===== src/rtl/mem_stage.sv =====
`default_nettype none
// ============================================================================
// Module      : mem_stage
// Description : Memory-access stage of a 5-stage MIPS pipeline. Performs word
//               loads/stores over a req/ack data-memory bus, stalls upstream
//               stages while an access is outstanding, aborts hung accesses
//               after TIMEOUT cycles and cancels misaligned accesses. Drives
//               the MEM/WB pipeline register.
// Ports       : clk, rst_n                 - clock, async active-low reset
//               m_MEM, wb_MEM, res,
//               write_data_ex,
//               write_register_ex, zero    - EX/MEM register contents
//               dmem_req/we/addr/wdata     - data-memory request (registered)
//               dmem_rdata, dmem_ack       - data-memory response
//               stall, pc_src              - hazard/branch control (comb)
//               wb_WB, rd_WB,
//               write_data_reg             - MEM/WB register
//               misalign, bus_err          - one-cycle error pulses
// Revision    : 1.0 - initial release
// ============================================================================
module mem_stage #(
    parameter int TIMEOUT     = 16,
    parameter int CHECK_ALIGN = 1
) (
    input  logic        clk,
    input  logic        rst_n,
    input  logic [2:0]  m_MEM,
    input  logic [1:0]  wb_MEM,
    input  logic [31:0] res,
    input  logic [31:0] write_data_ex,
    input  logic [4:0]  write_register_ex,
    input  logic        zero,
    input  logic [31:0] dmem_rdata,
    input  logic        dmem_ack,
    output logic        dmem_req,
    output logic        dmem_we,
    output logic [31:0] dmem_addr,
    output logic [31:0] dmem_wdata,
    output logic        stall,
    output logic        pc_src,
    output logic        wb_WB,
    output logic [4:0]  rd_WB,
    output logic [31:0] write_data_reg,
    output logic        misalign,
    output logic        bus_err
);

    typedef enum logic [0:0] {
        S_IDLE   = 1'b0,
        S_ACCESS = 1'b1
    } state_t;

    localparam logic [7:0] c_LAST_CNT = 8'(TIMEOUT - 1);

    state_t     r_state;
    logic [7:0] r_count;

    logic w_access;
    logic w_bad;
    logic w_last;

    assign w_access = m_MEM[1] | m_MEM[0];
    assign w_bad    = (CHECK_ALIGN != 0) && (res[1:0] != 2'b00);
    assign w_last   = (r_count == c_LAST_CNT);

    // Stall freezes upstream until the cycle in which the access resolves
    // (ack or timeout); in that cycle EX/MEM advances on the same edge.
    // Gated by rst_n so the pipeline is never held while in reset.
    always_comb begin
        stall = 1'b0;
        if (rst_n) begin
            if (r_state == S_IDLE)
                stall = w_access & ~w_bad;
            else
                stall = ~dmem_ack & ~w_last;
        end
    end

    assign pc_src = m_MEM[2] & zero & (r_state == S_IDLE);

    always_ff @(posedge clk or negedge rst_n) begin
        if (!rst_n) begin
            r_state        <= S_IDLE;
            r_count        <= 8'd0;
            dmem_req       <= 1'b0;
            dmem_we        <= 1'b0;
            dmem_addr      <= 32'd0;
            dmem_wdata     <= 32'd0;
            wb_WB          <= 1'b0;
            rd_WB          <= 5'd0;
            write_data_reg <= 32'd0;
            misalign       <= 1'b0;
            bus_err        <= 1'b0;
        end else begin
            misalign <= 1'b0;
            bus_err  <= 1'b0;
            case (r_state)
                S_IDLE: begin
                    if (w_access && w_bad) begin
                        misalign       <= 1'b1;
                        wb_WB          <= 1'b0;
                        rd_WB          <= 5'd0;
                        write_data_reg <= 32'd0;
                    end else if (w_access) begin
                        // mem_read has priority when both read and write set
                        dmem_req       <= 1'b1;
                        dmem_we        <= m_MEM[0] & ~m_MEM[1];
                        dmem_addr      <= {res[31:2], 2'b00};
                        dmem_wdata     <= write_data_ex;
                        r_count        <= 8'd0;
                        r_state        <= S_ACCESS;
                        wb_WB          <= 1'b0;
                        rd_WB          <= 5'd0;
                        write_data_reg <= 32'd0;
                    end else begin
                        wb_WB          <= wb_MEM[1];
                        rd_WB          <= write_register_ex;
                        write_data_reg <= res;
                    end
                end
                S_ACCESS: begin
                    if (dmem_ack) begin
                        // Ack beats a coinciding timeout
                        dmem_req       <= 1'b0;
                        r_state        <= S_IDLE;
                        wb_WB          <= wb_MEM[1];
                        rd_WB          <= write_register_ex;
                        write_data_reg <= wb_MEM[0] ? dmem_rdata : res;
                    end else if (w_last) begin
                        dmem_req       <= 1'b0;
                        bus_err        <= 1'b1;
                        r_state        <= S_IDLE;
                        wb_WB          <= 1'b0;
                        rd_WB          <= 5'd0;
                        write_data_reg <= 32'd0;
                    end else begin
                        r_count        <= r_count + 8'd1;
                        wb_WB          <= 1'b0;
                        rd_WB          <= 5'd0;
                        write_data_reg <= 32'd0;
                    end
                end
                default: r_state <= S_IDLE;
            endcase
        end
    end

endmodule
`default_nettype wire

===== config.mk =====
export PLATFORM = sky130hd
export DESIGN_NAME = mem_stage
export DESIGN_NICKNAME = d
export VERILOG_FILES = /design/src/rtl/mem_stage.sv
export SDC_FILE = /design/constraint.sdc
export NUM_CORES = 1
export LEC_CHECK = 0
export CORE_UTILIZATION = 30
export DETAILED_ROUTE_END_ITERATION = 10
export SYNTH_ARGS = -nofsm -noshare
export SYNTH_HDL_FRONTEND = slang
export SYNTH_SLANG_ARGS = --single-unit

===== constraint.sdc =====
create_clock -name clk -period 2.2 [get_ports clk]
set_input_delay 0.44 -clock clk [delete_from_list [all_inputs] [get_ports clk]]
set_output_delay 0.44 -clock clk [all_outputs]
set_load 0.005 [all_outputs]

**Run 1: selected gate families**

(4 px per um)
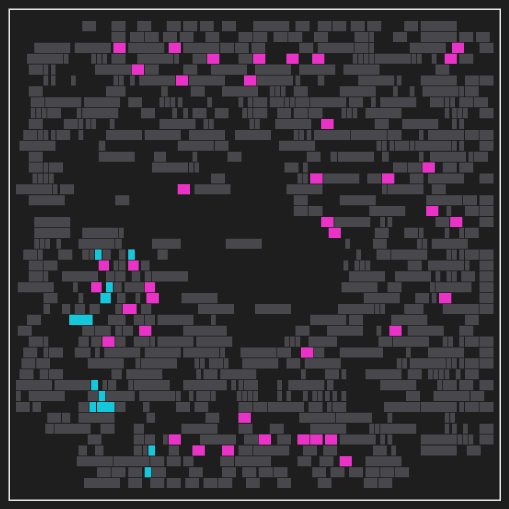
Key: magenta = non-inverting ao/oa cells [cells 40, most used a22o_1, where widely spread]; cyan = aoi and oai cells [cells 11, most used o21ai_0]
most common logic cell in the routed design: clkdlybuf4s50_1
Final Non-Filler Cells: 846
combinational fraction of the cell area: 0.190

**Run 1: cell sizes after repair**

(4 px per um)
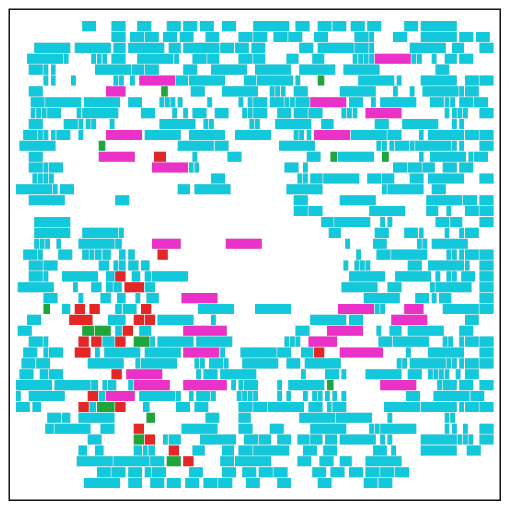
Key: green = x2 [cells 14, share 2.1%]; red = x3 and x4 [cells 24, share 3.6%]; cyan = x1 and smaller [cells 603, share 91%]; magenta = x6 and larger [cells 25, share 3.8%]

==> flow_summary_export.csv, run 1 <==
group,metric,value,unit
worst_setup_path,worstSetupStartpointType,"register",
worst_hold_path,hold_class,"primary input to async pin",
worst_setup_path,critPathMaxFanout,11,
worst_setup_path,cp_data_arrival_time,1.66,ns
final_timing,relSlewSlack,0.536,
worst_setup_path,path_class,"register to output port",
cts,cts_tree,"done",
worst_setup_path,crit_chain,"buf_4 > nor2_1 > clkdlybuf4s50_1",
run_status,outcome,"finished, final reports clean",
grt,grt-ovfl-total,0,
place,io_buffers,215,
cts,clkTransAtPathRegs,0.05,ns
yosys,yosysChipArea,0.00435,sq mm
floorplan,die_w,122,um
final_timing,fin_worst_skew,0.00440,ns
worst_setup_path,crit_required,1.76,ns
cells_and_area,n_antenna_cell,0,
yosys,synth.distinct_cells,32,
yosys,ys_ff,113,
final_timing,fmax,475,MHz
yosys,yosys-top-cells-area,"dfrtp_1 65%, nand2_1 17%, a22o_1 7.1%, buf_2 2.1%, and2_1 1.2%",
cts,clockBufferDepth,2,
flow_run,drv_cap,0,
cts,clockRootBuffer,"clkbuf_16",
worst_setup_path,r2r_slack,0.50,ns
power_and_ir_drop,peakVddDrop,426,uV
floorplan,fp_util,0.311,
cells_and_area,area_growth,70.2,%
grt,grt_usage,0.171,
cts,cts.hold.buffers_added,0,
floorplan,ios,218,
drt,drc_errors,0,
cts,cts_sinks,113,
cts,cts_inserted_buffers,17,
place,dp.final_hpwl,8670,um
flow_run,stage_log_warnings,28,
yosys,top_area_frac,0.651,
final_timing,finalClockPeriodUsage,0.956,
final_timing,min_period,2.10,ns
yosys,ys_warn_count,0,
worst_setup_path,crit_family,"buffers and inverters",
place,gp_congestion,0.787,
yosys,syn_area,0.00435,sq mm
power_and_ir_drop,leakage,3.49,nW
drt,avgRoutedWirePerCell,15.1,um
worst_setup_path,worst_path_max_delay_cell,"clkdlybuf4s50_1",
drt,ant_nets,0,
place,place_ws,-0.236,ns
cells_and_area,layout.nets,764,
power_and_ir_drop,power,6.74,mW
yosys,ys_cells,421,
drt,drtIter0Drc,153,
cells_and_area,fin_util,0.529,
power_and_ir_drop,power_density,911,mW/mm^2
worst_setup_path,crit_buf_inv,2,
final_timing,finalSetupViolCount,0,
drt,first_pass_iters,4,
yosys,synth_cells,421,
yosys,yosysTopAreaCell,"dfrtp_1",
yosys,syn_area_per_cell,10.3,sq um
floorplan,chipArea,0.0150,sq mm
final_timing,grt_setup_unrepaired,"false",
cells_and_area,n_fill_cell,1239,
final_timing,slew_violations,0,
worst_setup_path,max_stage_delay,0.50,ns
cts,clk_latency,0.40,ns
final_timing,holdWs,0.159,ns
drt,vias_per_cell,4.51,
grt,grt_pass1_vias,3745,
grt,grt_pass1_wl,19400,um
worst_setup_path,end_kind,"output port",
floorplan,core_area,0.0140,sq mm
place,dp.cells,812,
cells_and_area,layout-drive-gt1-share,0.0946,
grt,grt_antenna_before_repair,0,
worst_setup_path,path_depth,3,
drt,vias,3819,
final_timing,final.setup.worst_slack,0.0963,ns
cells_and_area,logic_area,0.00140,sq mm
cts,cts_max_level,4,
floorplan,die_h,122,um
grt,grt_max_degree,114,
worst_setup_path,r2r_cells,5,
cells_and_area,seqCellArea,0.00283,sq mm
final_timing,hold_violations,0,
drt,totalWireLength,12800,um
yosys,ys_seq_frac,0.651,
final_timing,worst_slew_pin_slew,0.695,ns
floorplan,rows,43,
**Run 1: met2 routing**

(2 px per um)
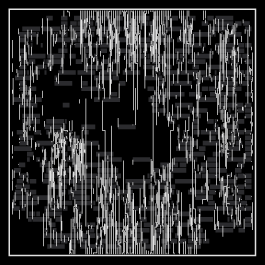
The layer holds 51% of the routed length. The layer carries 6480 um of wire.

[run 1: area by class of cell]
class,count,share of cell area
tap,180,0.0304
inverter,1,0.000507
timing repair buffer,236,0.316
multi-input combinational,284,0.190
clock buffer,21,0.0622
sequential,113,0.382
clock inverter,11,0.0184
[run 1: cell families after synthesis]
logic type               synth area share
other                            0.000863
adder cells (fa/ha/maj)           0.00288
buffers and inverters              0.0285
AND-OR/OR-AND                      0.0973
AND/OR/NAND/NOR                     0.215
multiplexers                      0.00518
flip-flops                          0.651
[run 1: layout by cell type, fill, tap and decap left out, types with 3 or more instances in the layout]
master	instances
clkinv_2	6
a21oi_1	3
clkdlybuf4s50_1	213
nor3_1	3
o21ai_0	5
bufinv_16	3
nor4_1	3
dfrtp_1	113
nand3_1	5
nor2_1	5
buf_12	3
and2_1	7
a22o_1	35
nand2_1	194
clkbuf_16	17
buf_4	19
[run 1: per-layer routing]
layer	track usage	wire (um)	up-vias	part of all wire
li1	-	-	1834	-
met1	0.206	5250	1825	0.41
met2	0.292	6480	146	0.51
met3	0.0493	852	14	0.067
met4	0.0595	167	0	0.013
met5	0	0	-	0
[run 1: final timing paths]
check | end | startpoint
max in group asynchronous | write_data_reg[24]$_DFF_PN0_ | rst_n
min | dmem_addr[3]$_DFFE_PN0P_ | rst_n
max | pc_src | r_state$_DFF_PN0_
max reg2reg | dmem_wdata[25]$_DFFE_PN0P_ | r_state$_DFF_PN0_
min in group clk | dmem_wdata[13]$_DFFE_PN0P_ | dmem_wdata[13]$_DFFE_PN0P_
min reg2reg | dmem_wdata[13]$_DFFE_PN0P_ | dmem_wdata[13]$_DFFE_PN0P_
[run 1: through the flow]
stage	TNS [ns]	instance area, sq um
CTS	0	7390
finish	0	7400
detailed placement	-0.467	6790
global placement	-0.267	6790
floorplan	0	4350
global route	0	7400
[run 1: report_power, final]
group,internal [mW],switching [mW],leakage (nW)
Combinational,0.892,0.523,1.74
Clock,1.83,0.930,0.296
Sequential,2.40,0.167,1.45
Total,5.12,1.62,3.49
[run 1: Yosys cell counts (all sizes together)]
cell type / count
nand2: 195
nand2b: 1
clkbuf: 4
and3: 1
buf: 20
and4b: 1
a22o: 35
and2: 8
ha: 1
mux2: 2
nor3: 4
or3: 1
inv: 1
nor2b: 1
nor2: 6
a21boi: 1
a221o: 1
conb: 1
a21oi: 4
o21a: 2
o21ai: 5
o22ai: 1
dfrtp: 113
nand4: 1
nor4: 3
or2: 1
a21o: 2
nand3: 5
[run 1: what timing repair did]
item | 4_1_cts | 5_1_grt
endpoints found under the hold margin | 0 | 0
setup endpoints to repair | 1 | 1
resized | 4 | 1
pin swaps | 1 | 0
setup buffers | 2 | 0
==> run 2: changes to the inputs <==
--- a/config.mk
+++ b/config.mk
@@ -7,6 +7,7 @@
 export LEC_CHECK = 0
 export CORE_UTILIZATION = 30
 export DETAILED_ROUTE_END_ITERATION = 10
+export SLEW_MARGIN = 10
 export SYNTH_ARGS = -nofsm -noshare
 export SYNTH_HDL_FRONTEND = slang
 export SYNTH_SLANG_ARGS = --single-unit
**Run 2: M3 wires**

(2 px per um)
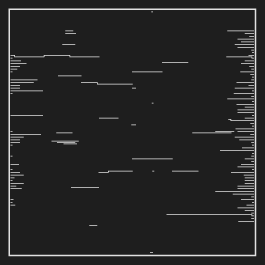
115 nets have wire on it. The layer carries 853 um of wire. The longest straight run is 42.6 um. The layer holds 6.7% of the routed length. The wires run mostly horizontal.
drt total wl: 12800 um
met3 Track Usage GR: 0.0493
vias: 3819

**Run 2: selected gate families**

(4 px per um)
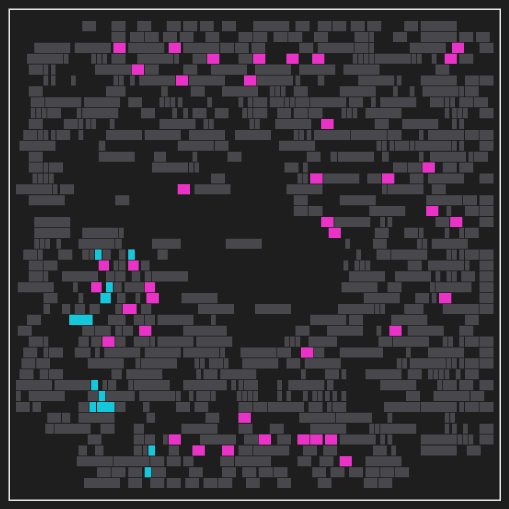
Key: cyan = aoi and oai cells [cells 11, most used o21ai_0]; magenta = non-inverting ao/oa cells [cells 40, most used a22o_1, where widely spread]

==> flow_summary_export.csv, run 2 <==
group,metric,value,unit
final_timing,min_period,2.10,ns
final_timing,holdWs,0.159,ns
power_and_ir_drop,leakage,3.49,nW
yosys,synthFlopType,"dfrtp_1",
yosys,synth.distinct_cells,32,
floorplan,chipArea,0.0150,sq mm
grt,grt_pass1_wl,19400,um
floorplan,die_h,122,um
final_timing,fmax,475,MHz
floorplan,core_area,0.0140,sq mm
yosys,ys_cells,421,
final_timing,hold_violations,0,
power_and_ir_drop,peakVddDrop,426,uV
run_status,outcome,"finished, final reports clean",
floorplan,ios,218,
grt,grt-ovfl-total,0,
final_timing,slew_violations,0,
cells_and_area,n_antenna_cell,0,
worst_setup_path,max_stage_delay,0.50,ns
cells_and_area,final_common_cell,"clkdlybuf4s50_1",
worst_setup_path,end_kind,"output port",
cells_and_area,layout.nets,764,
worst_setup_path,cp_data_arrival_time,1.66,ns
place,dp.final_hpwl,8670,um
power_and_ir_drop,power_density,911,mW/mm^2
yosys,top_cell,"nand2_1",
yosys,yosys-top-cells-area,"dfrtp_1 65%, nand2_1 17%, a22o_1 7.1%, buf_2 2.1%, and2_1 1.2%",
worst_setup_path,crit_family,"buffers and inverters",
worst_setup_path,crit_chain,"buf_4 > nor2_1 > clkdlybuf4s50_1",
cts,clk_latency,0.40,ns
cells_and_area,mostFrequentLayoutCells,"213 x clkdlybuf4s50_1, 194 x nand2_1, 113 x dfrtp_1, 35 x a22o_1, 19 x buf_4",
cts,clockBufferDepth,2,
final_timing,tns,0,ns
cts,clockRootBuffer,"clkbuf_16",
yosys,ys_warn_count,0,
yosys,yosysChipArea,0.00435,sq mm
cts,clkTransAtPathRegs,0.05,ns
worst_hold_path,hold_class,"primary input to async pin",
floorplan,die_w,122,um
drt,first_pass_iters,4,
final_timing,fin_worst_skew,0.00440,ns
drt,vias_per_cell,4.51,
cts,cts_tree,"done",
worst_setup_path,path_class,"register to output port",
worst_setup_path,worst_path_max_delay_cell,"clkdlybuf4s50_1",
yosys,synth_cells,421,
final_timing,finalClockPeriodUsage,0.956,
grt,grt_usage,0.171,
cells_and_area,fin_util,0.529,
drt,drtIter0Drc,153,
final_timing,grt_setup_unrepaired,"false",
cts,cts_max_level,4,
yosys,yosysTopAreaCell,"dfrtp_1",
floorplan,fp_util,0.311,
cts,cts_sinks,113,
grt,grt_pass1_vias,3745,
worst_setup_path,critPathMaxFanout,11,
yosys,edf_count,0,
yosys,synthArstFlopShare,1.00,
yosys,syn_area_per_cell,10.3,sq um
worst_setup_path,worstSetupStartpointType,"register",
flow_run,stage_log_warnings,28,
cts,cts_inserted_buffers,17,
yosys,common_cells,"195 x nand2_1, 113 x dfrtp_1, 35 x a22o_1, 18 x buf_2, 8 x and2_1",
drt,avgRoutedWirePerCell,15.1,um
yosys,ys_seq_frac,0.651,
final_timing,finalSetupViolCount,0,
floorplan,rows,43,
yosys,ys_ff,113,
grt,grt_max_degree,114,
final_timing,relSlewSlack,0.536,
cells_and_area,area_growth,70.2,%
yosys,syn_area,0.00435,sq mm
worst_setup_path,crit_buf_inv,2,
drt,ant_nets,0,
flow_run,drv_cap,0,
final_timing,worst_slew_pin_slew,0.695,ns
yosys,top_area_frac,0.651,
cells_and_area,layout-drive-gt1-share,0.0946,
power_and_ir_drop,power,6.74,mW
grt,grt_antenna_before_repair,0,
place,io_buffers,215,
cells_and_area,n_fill_cell,1239,
drt,drc_errors,0,
worst_setup_path,crit_required,1.76,ns
place,gp_congestion,0.787,
run 2: cell counts after synthesis:
Identical to the previous run, type by type.
run 2: through the flow:
| step | instance area [sq um] | worst slack, ns | instances |
|---|---|---|---|
| after floorplan | 4350 | 0.493 | 422 |
| after global placement | 6790 | -0.244 | 812 |
| after detailed placement | 6790 | -0.236 | 812 |
| after CTS | 7390 | 0.0535 | 846 |
| after global routing | 7400 | 0.0292 | 846 |
| final | 7400 | 0.0963 | 846 |
run 2: worst paths after layout:
path,slack (ns),depth (start not counted),start,to
min in group clk,0.47,2,dmem_wdata[13]$_DFFE_PN0P_,dmem_wdata[13]$_DFFE_PN0P_
max in group asynchronous,1.61,2,rst_n,write_data_reg[24]$_DFF_PN0_
worst min register to register,0.47,2,dmem_wdata[13]$_DFFE_PN0P_,dmem_wdata[13]$_DFFE_PN0P_
worst max register to register,0.50,5,r_state$_DFF_PN0_,dmem_wdata[25]$_DFFE_PN0P_
worst max-delay path,0.1,3,r_state$_DFF_PN0_,pc_src
worst min-delay path,0.16,2,rst_n,dmem_addr[3]$_DFFE_PN0P_
run 2: power breakdown:
| group | total (mW) | leakage, nW | internal, mW | switching, mW |
|---|---|---|---|---|
| combinational | 1.41 | 1.74 | 0.892 | 0.523 |
| clock | 2.76 | 0.296 | 1.83 | 0.930 |
| sequential | 2.57 | 1.45 | 2.40 | 0.167 |
| total | 6.74 | 3.49 | 5.12 | 1.62 |
run 2: timing repair:
action,CTS,global route
pin swaps,1,0
setup buffers,2,0
hold buffers,0,0
endpoints found under the setup margin,1,1
gates resized,4,1
run 2: logic make-up (layout without fill, tap and decap cells):
family / Yosys count / count (layout) / share of synthesized area
compound gates: 51 / 51 / 0.0973
fa+ha+maj: 1 / 1 / 0.00288
buf+inv: 25 / 269 / 0.0285
flops: 113 / 113 / 0.651
mux: 2 / 2 / 0.00518
other cells: 1 / 2 / 0.000863
simple gates: 228 / 228 / 0.215
run 2: per-layer routing:
layer | vias up | share of wire | GRT usage
met1 | 1825 | 0.41 | 0.206
met4 | 0 | 0.013 | 0.0595
met5 | - | 0 | 0
li1 | 1834 | - | -
met3 | 14 | 0.067 | 0.0493
met2 | 146 | 0.51 | 0.292
run 2: layout make-up:
class                      count  area, sq um  share of cell area
sequential                   113         2830               0.382
timing repair buffer         236         2340               0.316
multi-input combinational    284         1400               0.190
clock buffer                  21          460              0.0622
tap                          180          225              0.0304
clock inverter                11          136              0.0184
inverter                       1         3.75            0.000507
Power and IR drop assume default switching activity.
